<file path="config.mk">
export PLATFORM = sky130hd
export DESIGN_NAME = counter_cmd_sequencer
export DESIGN_NICKNAME = d
export VERILOG_FILES = /design/src/rtl/counter_cmd_sequencer.sv
export SDC_FILE = /design/constraint.sdc
export NUM_CORES = 1
export LEC_CHECK = 0
export CAP_MARGIN = 20
export CORE_MARGIN = 2
export CORE_UTILIZATION = 46
export DETAILED_ROUTE_END_ITERATION = 10
export PLACE_DENSITY = 0.77
export SLEW_MARGIN = 20
export SYNTH_ARGS = -nofsm -noshare
export SYNTH_HDL_FRONTEND = slang
export SYNTH_SLANG_ARGS = --single-unit
</file>
<file path="constraint.sdc">
create_clock -name clk -period 1.7 [get_ports clk]
set_clock_uncertainty 0.15 [all_clocks]
set_input_delay 0.17 -clock clk [delete_from_list [all_inputs] [get_ports clk]]
set_output_delay 0.17 -clock clk [all_outputs]
set_load 0.03 [all_outputs]
</file>
<file path="src/rtl/counter_cmd_sequencer.sv">
// Push-button / DIP-switch front end for the 4-bit up/down counter.
// Synchronises and debounces raw inputs, then issues step and load strobes.
//
// Ports:
//   clk, rst_n     system clock, async active-low reset
//   btn_up         raw up button (async, active-high)
//   btn_down       raw down button (async, active-high)
//   btn_load       raw load button (async, active-high)
//   sw_value[3:0]  raw load value switches (async)
//   cnt_ena        1-cycle step strobe
//   cnt_up_down    step direction level, 1 = up
//   cnt_set        1-cycle load strobe
//   cnt_set_value  load value, held between loads
module counter_cmd_sequencer #(
    parameter int SYNC_STAGES     = 2,
    parameter int DEBOUNCE_CYCLES = 16,
    parameter int HOLD_CYCLES     = 256,
    parameter int REPEAT_CYCLES   = 64
) (
    input  logic       clk,
    input  logic       rst_n,
    input  logic       btn_up,
    input  logic       btn_down,
    input  logic       btn_load,
    input  logic [3:0] sw_value,
    output logic       cnt_ena,
    output logic       cnt_up_down,
    output logic       cnt_set,
    output logic [3:0] cnt_set_value
);

    localparam int TMAX =
        (HOLD_CYCLES > REPEAT_CYCLES) ? HOLD_CYCLES : REPEAT_CYCLES;
    localparam int TW = $clog2(TMAX);
    localparam int DW = $clog2(DEBOUNCE_CYCLES + 1);

    localparam logic [TW-1:0] HOLD_LD = TW'(HOLD_CYCLES - 1);
    localparam logic [TW-1:0] REP_LD  = TW'(REPEAT_CYCLES - 1);
    localparam logic [DW-1:0] DB_LAST = DW'(DEBOUNCE_CYCLES - 1);

    typedef enum logic [1:0] {
        IDLE,
        HOLD,
        REPEAT,
        LOCK
    } state_t;

    // bit 0 up, 1 down, 2 load, 6:3 switches
    logic [6:0] raw_in;
    logic [6:0] sync_q [SYNC_STAGES];
    logic [6:0] synced;
    logic [2:0] btn_s;
    logic [3:0] sw_s;

    assign raw_in = {sw_value, btn_load, btn_down, btn_up};
    assign synced = sync_q[SYNC_STAGES-1];
    assign btn_s  = synced[2:0];
    assign sw_s   = synced[6:3];

    always_ff @(posedge clk or negedge rst_n) begin
        if (!rst_n) begin
            for (int i = 0; i < SYNC_STAGES; i++) begin
                sync_q[i] <= '0;
            end
        end else begin
            sync_q[0] <= raw_in;
            for (int i = 1; i < SYNC_STAGES; i++) begin
                sync_q[i] <= sync_q[i-1];
            end
        end
    end

    logic [2:0]    db;
    logic [2:0]    db_q;
    logic [DW-1:0] db_cnt [3];

    // Counter runs only while the synced level disagrees with db;
    // any agreeing cycle restarts the stability window.
    always_ff @(posedge clk or negedge rst_n) begin
        if (!rst_n) begin
            db   <= '0;
            db_q <= '0;
            for (int i = 0; i < 3; i++) begin
                db_cnt[i] <= '0;
            end
        end else begin
            db_q <= db;
            for (int i = 0; i < 3; i++) begin
                if (btn_s[i] == db[i]) begin
                    db_cnt[i] <= '0;
                end else if (db_cnt[i] == DB_LAST) begin
                    db[i]     <= btn_s[i];
                    db_cnt[i] <= '0;
                end else begin
                    db_cnt[i] <= db_cnt[i] + 1'b1;
                end
            end
        end
    end

    logic up_rise;
    logic down_rise;
    logic load_rise;

    assign up_rise   = db[0] & ~db_q[0];
    assign down_rise = db[1] & ~db_q[1];
    assign load_rise = db[2] & ~db_q[2];

    state_t        state;
    state_t        state_n;
    logic [TW-1:0] timer;
    logic [TW-1:0] timer_n;
    logic          dir_q;
    logic          dir_n;
    logic          pulse;
    logic          act;
    logic          opp;

    assign act = dir_q ? db[0] : db[1];
    assign opp = dir_q ? db[1] : db[0];

    always_comb begin
        state_n = state;
        timer_n = timer;
        dir_n   = dir_q;
        pulse   = 1'b0;
        unique case (state)
            IDLE: begin
                unique case (1'b1)
                    db[0] & db[1]: begin
                        state_n = LOCK;
                    end
                    up_rise & ~db[1]: begin
                        pulse   = 1'b1;
                        dir_n   = 1'b1;
                        state_n = HOLD;
                        timer_n = HOLD_LD;
                    end
                    down_rise & ~db[0]: begin
                        pulse   = 1'b1;
                        dir_n   = 1'b0;
                        state_n = HOLD;
                        timer_n = HOLD_LD;
                    end
                    default: ;
                endcase
            end
            HOLD, REPEAT: begin
                // Opposite button wins over release so a
                // swap of buttons never sneaks out a pulse.
                if (opp) begin
                    state_n = LOCK;
                end else if (!act) begin
                    state_n = IDLE;
                end else if (timer == '0) begin
                    pulse   = 1'b1;
                    state_n = REPEAT;
                    timer_n = REP_LD;
                end else begin
                    timer_n = timer - 1'b1;
                end
            end
            LOCK: begin
                if (!db[0] && !db[1]) begin
                    state_n = IDLE;
                end
            end
        endcase
    end

    always_ff @(posedge clk or negedge rst_n) begin
        if (!rst_n) begin
            state <= IDLE;
            timer <= '0;
            dir_q <= 1'b1;
        end else begin
            state <= state_n;
            timer <= timer_n;
            dir_q <= dir_n;
        end
    end

    // A load strobe pre-empts a coincident step; the FSM
    // has already advanced as though the step went out.
    always_ff @(posedge clk or negedge rst_n) begin
        if (!rst_n) begin
            cnt_ena       <= 1'b0;
            cnt_set       <= 1'b0;
            cnt_set_value <= 4'h0;
        end else begin
            cnt_ena <= pulse & ~load_rise;
            cnt_set <= load_rise;
            if (load_rise) begin
                cnt_set_value <= sw_s;
            end
        end
    end

    assign cnt_up_down = dir_q;

endmodule
</file>
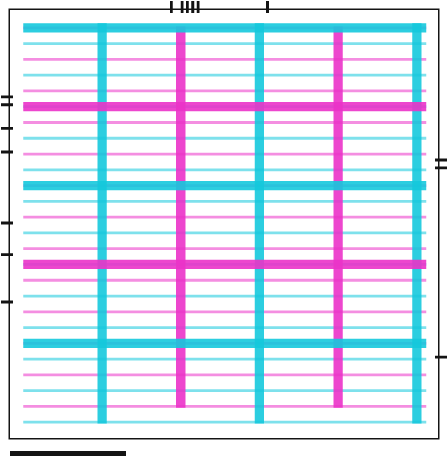
(images/pdn.png)
Bar = 20 µm. Pins as bars on the die edge.
legend:
  VSS:
    colour: cyan
  VDD:
    colour: magenta
signal pins: 16
met1 rails: 26
met4 straps: 5
met5 straps: 5
rows: 25
CORE AREA: 0.00472 mm²
maximum VDD drop: 613 µV

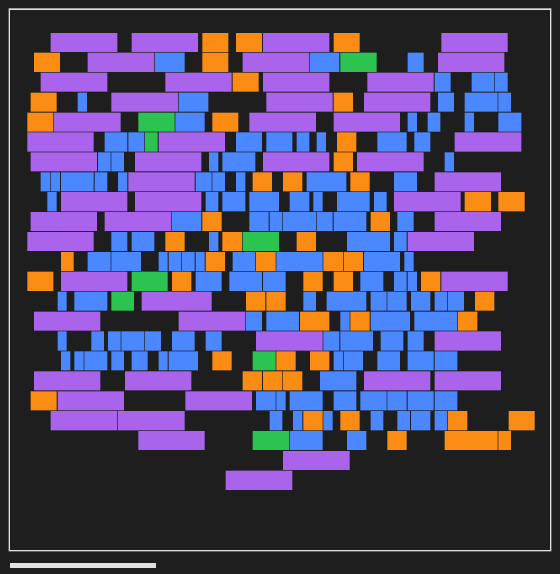
(images/cell_classes.png)
Bar = 20 µm.
legend:
  all other logic:
    colour: blue
    cells: 130
    share_of_their_area: 35%
  flops:
    colour: purple
    cells: 52
    share_of_their_area: 46%
  clock drivers and dummy loads:
    colour: green
    cells: 8
    share_of_their_area: 3.2%
  other buffers and delay cells:
    colour: orange
    cells: 52
    share_of_their_area: 15%
standard-cell rows: 25
design area: 0.00290 mm²

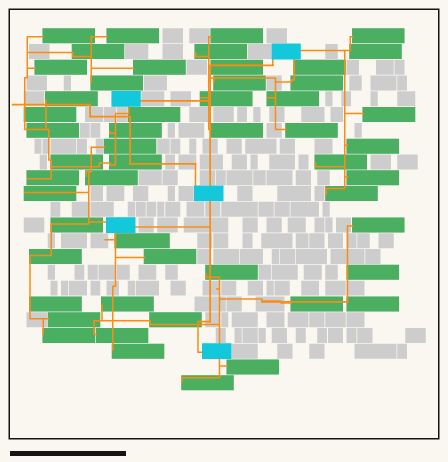
(images/clock_map.png)
Bar = 20 µm.
legend:
  clock wires:
    colour: orange
    length: 553 µm
  cells driving clock nets:
    colour: cyan
    count: 5
  flip-flops:
    colour: green
    count: 52
routed clock nets: 6
Clk Latency, worst-skew pair: 0.31 ns
Clock Power Share: 21.0%
Clock Power: 710 µW

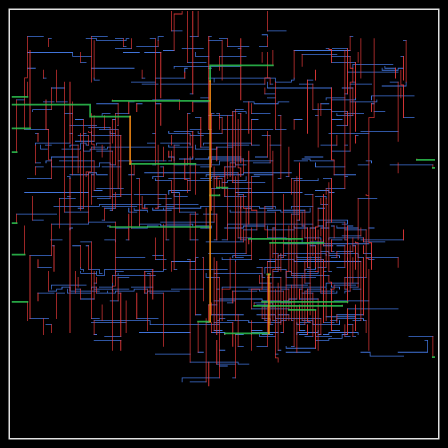
(images/metal_stack.png)
legend:
  met2:
    colour: red
    wire_length: 1,940 µm
  met4:
    colour: orange
    wire_length: 59.8 µm
  met3:
    colour: green
    wire_length: 162 µm
  met1:
    colour: blue
    wire_length: 1,700 µm
via count: 1,569
Wirelength per Cell: 12.5 µm
Detailed Route WL: 3850 µm
Total GRT Usage: 15.7%

[metal layers]
layer / up-vias / wire length, µm / GRT usage [%]
met3: 9 / 162 / 4.94
met2: 30 / 1940 / 25.6
met5: - / 0 / 0
met4: 0 / 59 / 6.67
li1: 772 / - / -
met1: 758 / 1700 / 19.1
[critical path: cells and delay by family, from the launching register on]
kind / cells / cell delay [ns]
DFF: 1 / 0.41
buffers and inverters: 1 / 0.07
AOI/OAI and AO/OA: 3 / 0.65
and+or+nand+nor: 1 / 0.49
adders and majority gates: 1 / 0.14
[cells in the mapped netlist (all sizes together), types with 4 or more instances]
library cell | number | area share [%]
o21ai | 10 | 2.4
xor2 | 9 | 3.5
and2 | 5 | 1.4
inv | 8 | 1.3
o41ai | 4 | 1.6
nand3 | 7 | 1.6
mux2 | 8 | 4.0
a21oi | 6 | 1.3
ha | 9 | 5.0
dfrtp | 51 | 57
nor2 | 18 | 3.0
[repair_timing]
item,in CTS,in global routing
hold buffers,1,0
cloned,0,0
pin swaps,3,1
hold endpoints to repair,52,0
setup endpoints to repair,12,12
gates resized,8,6
buffers inserted,3,1
[flip-flops by register name, summed over array words and instances, names as in the netlist, 2 cells and up]
| register | flops |
|---|---|
| synced | 7 |
| db_q | 3 |
| db | 3 |
| state | 2 |
| db_cnt | 15 |
| sync_q | 7 |
| cnt_set_value | 4 |
| timer | 8 |
[report_power, final]
group          total (mW)  internal (mW)  switching, mW
logic                1.25          0.653          0.595
registers            1.43           1.35         0.0760
clock network       0.710          0.295          0.415
total                3.39           2.30           1.09
[metrics by stage]
stage	utilization, %	std cells
finish	61.4	309
detailed placement	57.5	296
global placement	57.5	296
CTS	61.0	308
floorplan	-	187
global route	61.4	309
==> results.sh <==
# implementation run metrics
export IMPL_status="complete, but fails checks"
export IMPL_violations="negative setup slack"
export IMPL_flop_area_mm2=0.00130
export IMPL_clkCellAreaFrac_pct=3.15
export IMPL_hold_viol_final=0
export IMPL_ys_sh_aoi_pct=11.5
export IMPL_worstReg2RegEnd="timer[4]"
export IMPL_crit_path_end="timer[4]"
export IMPL_bufAreaShareNonClock_pct=15.0
export IMPL_simple_gate_share_pct=13.9
export IMPL_whs_endpoint="sync_q[11]"
export IMPL_setup_viol=10
export IMPL_lay_top_count="dfrtp_1"
export IMPL_synth_distinct_cells=45
export IMPL_ys_flops=52
export IMPL_clk_path_buf_depth=2
export IMPL_clk_pin_slew_worst_paths_ns=0.10
export IMPL_numCtsBuffers=5
export IMPL_synth_edff_count=0
export IMPL_r2r_start="timer[0]"
export IMPL_comb_share_pct=32.8
export IMPL_reg2reg_depth=6
export IMPL_place_ws_ns=-0.245
export IMPL_flops=52
export IMPL_synthCells=187
export IMPL_fin_crit_ns=1.98
export IMPL_ys_cells=187
export IMPL_fmax_mhz=505
export IMPL_worstHoldPathType="in2reg"
export IMPL_place_gp_congestion=0.760
export IMPL_antenna_cells=0
export IMPL_r2r_slack_ns=-0.28
export IMPL_antenna_left=0
export IMPL_timing_critical_path_fanout_max=4
export IMPL_numPortBuffers=15
export IMPL_syn_avg_cell_area_um2=12.0
export IMPL_cts_max_level=2
export IMPL_leakagePower_nw=1.38
export IMPL_ys_sh_adder_pct=5.03
export IMPL_drt_pass1_iter_count=4
export IMPL_cts_tree="yes"
export IMPL_final_setup_worst_slack_ns=-0.281
export IMPL_dp_hpwl_um=2670
export IMPL_yosys_area_share_xor_xnor_pct=3.52
export IMPL_crit_required_ns=1.80
export IMPL_hold_start="sw_value[1]"
export IMPL_synth_async_reset_ratio_pct=100
export IMPL_grt_antenna_before_repair=0
export IMPL_slew_headroom_pct=79.7
export IMPL_synth_area_mm2=0.00224
export IMPL_crit_path_top_delay_cell="or4b_4"
export IMPL_final_cell_mix="dfrtp_1, buf_4, nor2_1, clkdlybuf4s50_1, xor2_1"
export IMPL_path_class="reg2reg"
export IMPL_grt_first_pass_wirelength_um=6450
export IMPL_grt_max_degree=53
export IMPL_drive_gt1_share_pct=27.3
export IMPL_ys_sh_mux_pct=5.36
export IMPL_whs_ns=0.140
export IMPL_rsz0062_at_grt="yes"
export IMPL_ys_flop_type="dfrtp_1"
export IMPL_drt_iter0_markers=107
export IMPL_fin_crit_sh_pct=117
export IMPL_remaining_drc_errors=0
export IMPL_cts_sink_count=52
export IMPL_worstMarginPinSlew_ns=0.301
export IMPL_pin_count=16
export IMPL_comb_area_um2=952
export IMPL_nNonClkBuffers=52
export IMPL_taps=67
export IMPL_yosysWarningCount=0
export IMPL_slew_violations=0
export IMPL_placedInstanceArea_mm2=0.00272
export IMPL_areaGrowthSynthToFinish_pct=29.5
export IMPL_die_w_um=73.8
export IMPL_crit_arrival_ns=2.08
export IMPL_fp_nets=205
export IMPL_inverters_excl_clock=9
export IMPL_warnings=33
export IMPL_overflow=0
export IMPL_critPathLaunchType="flip-flop"
export IMPL_hold_depth=1
No activity file was given, so power comes from the tool's default toggle rates.
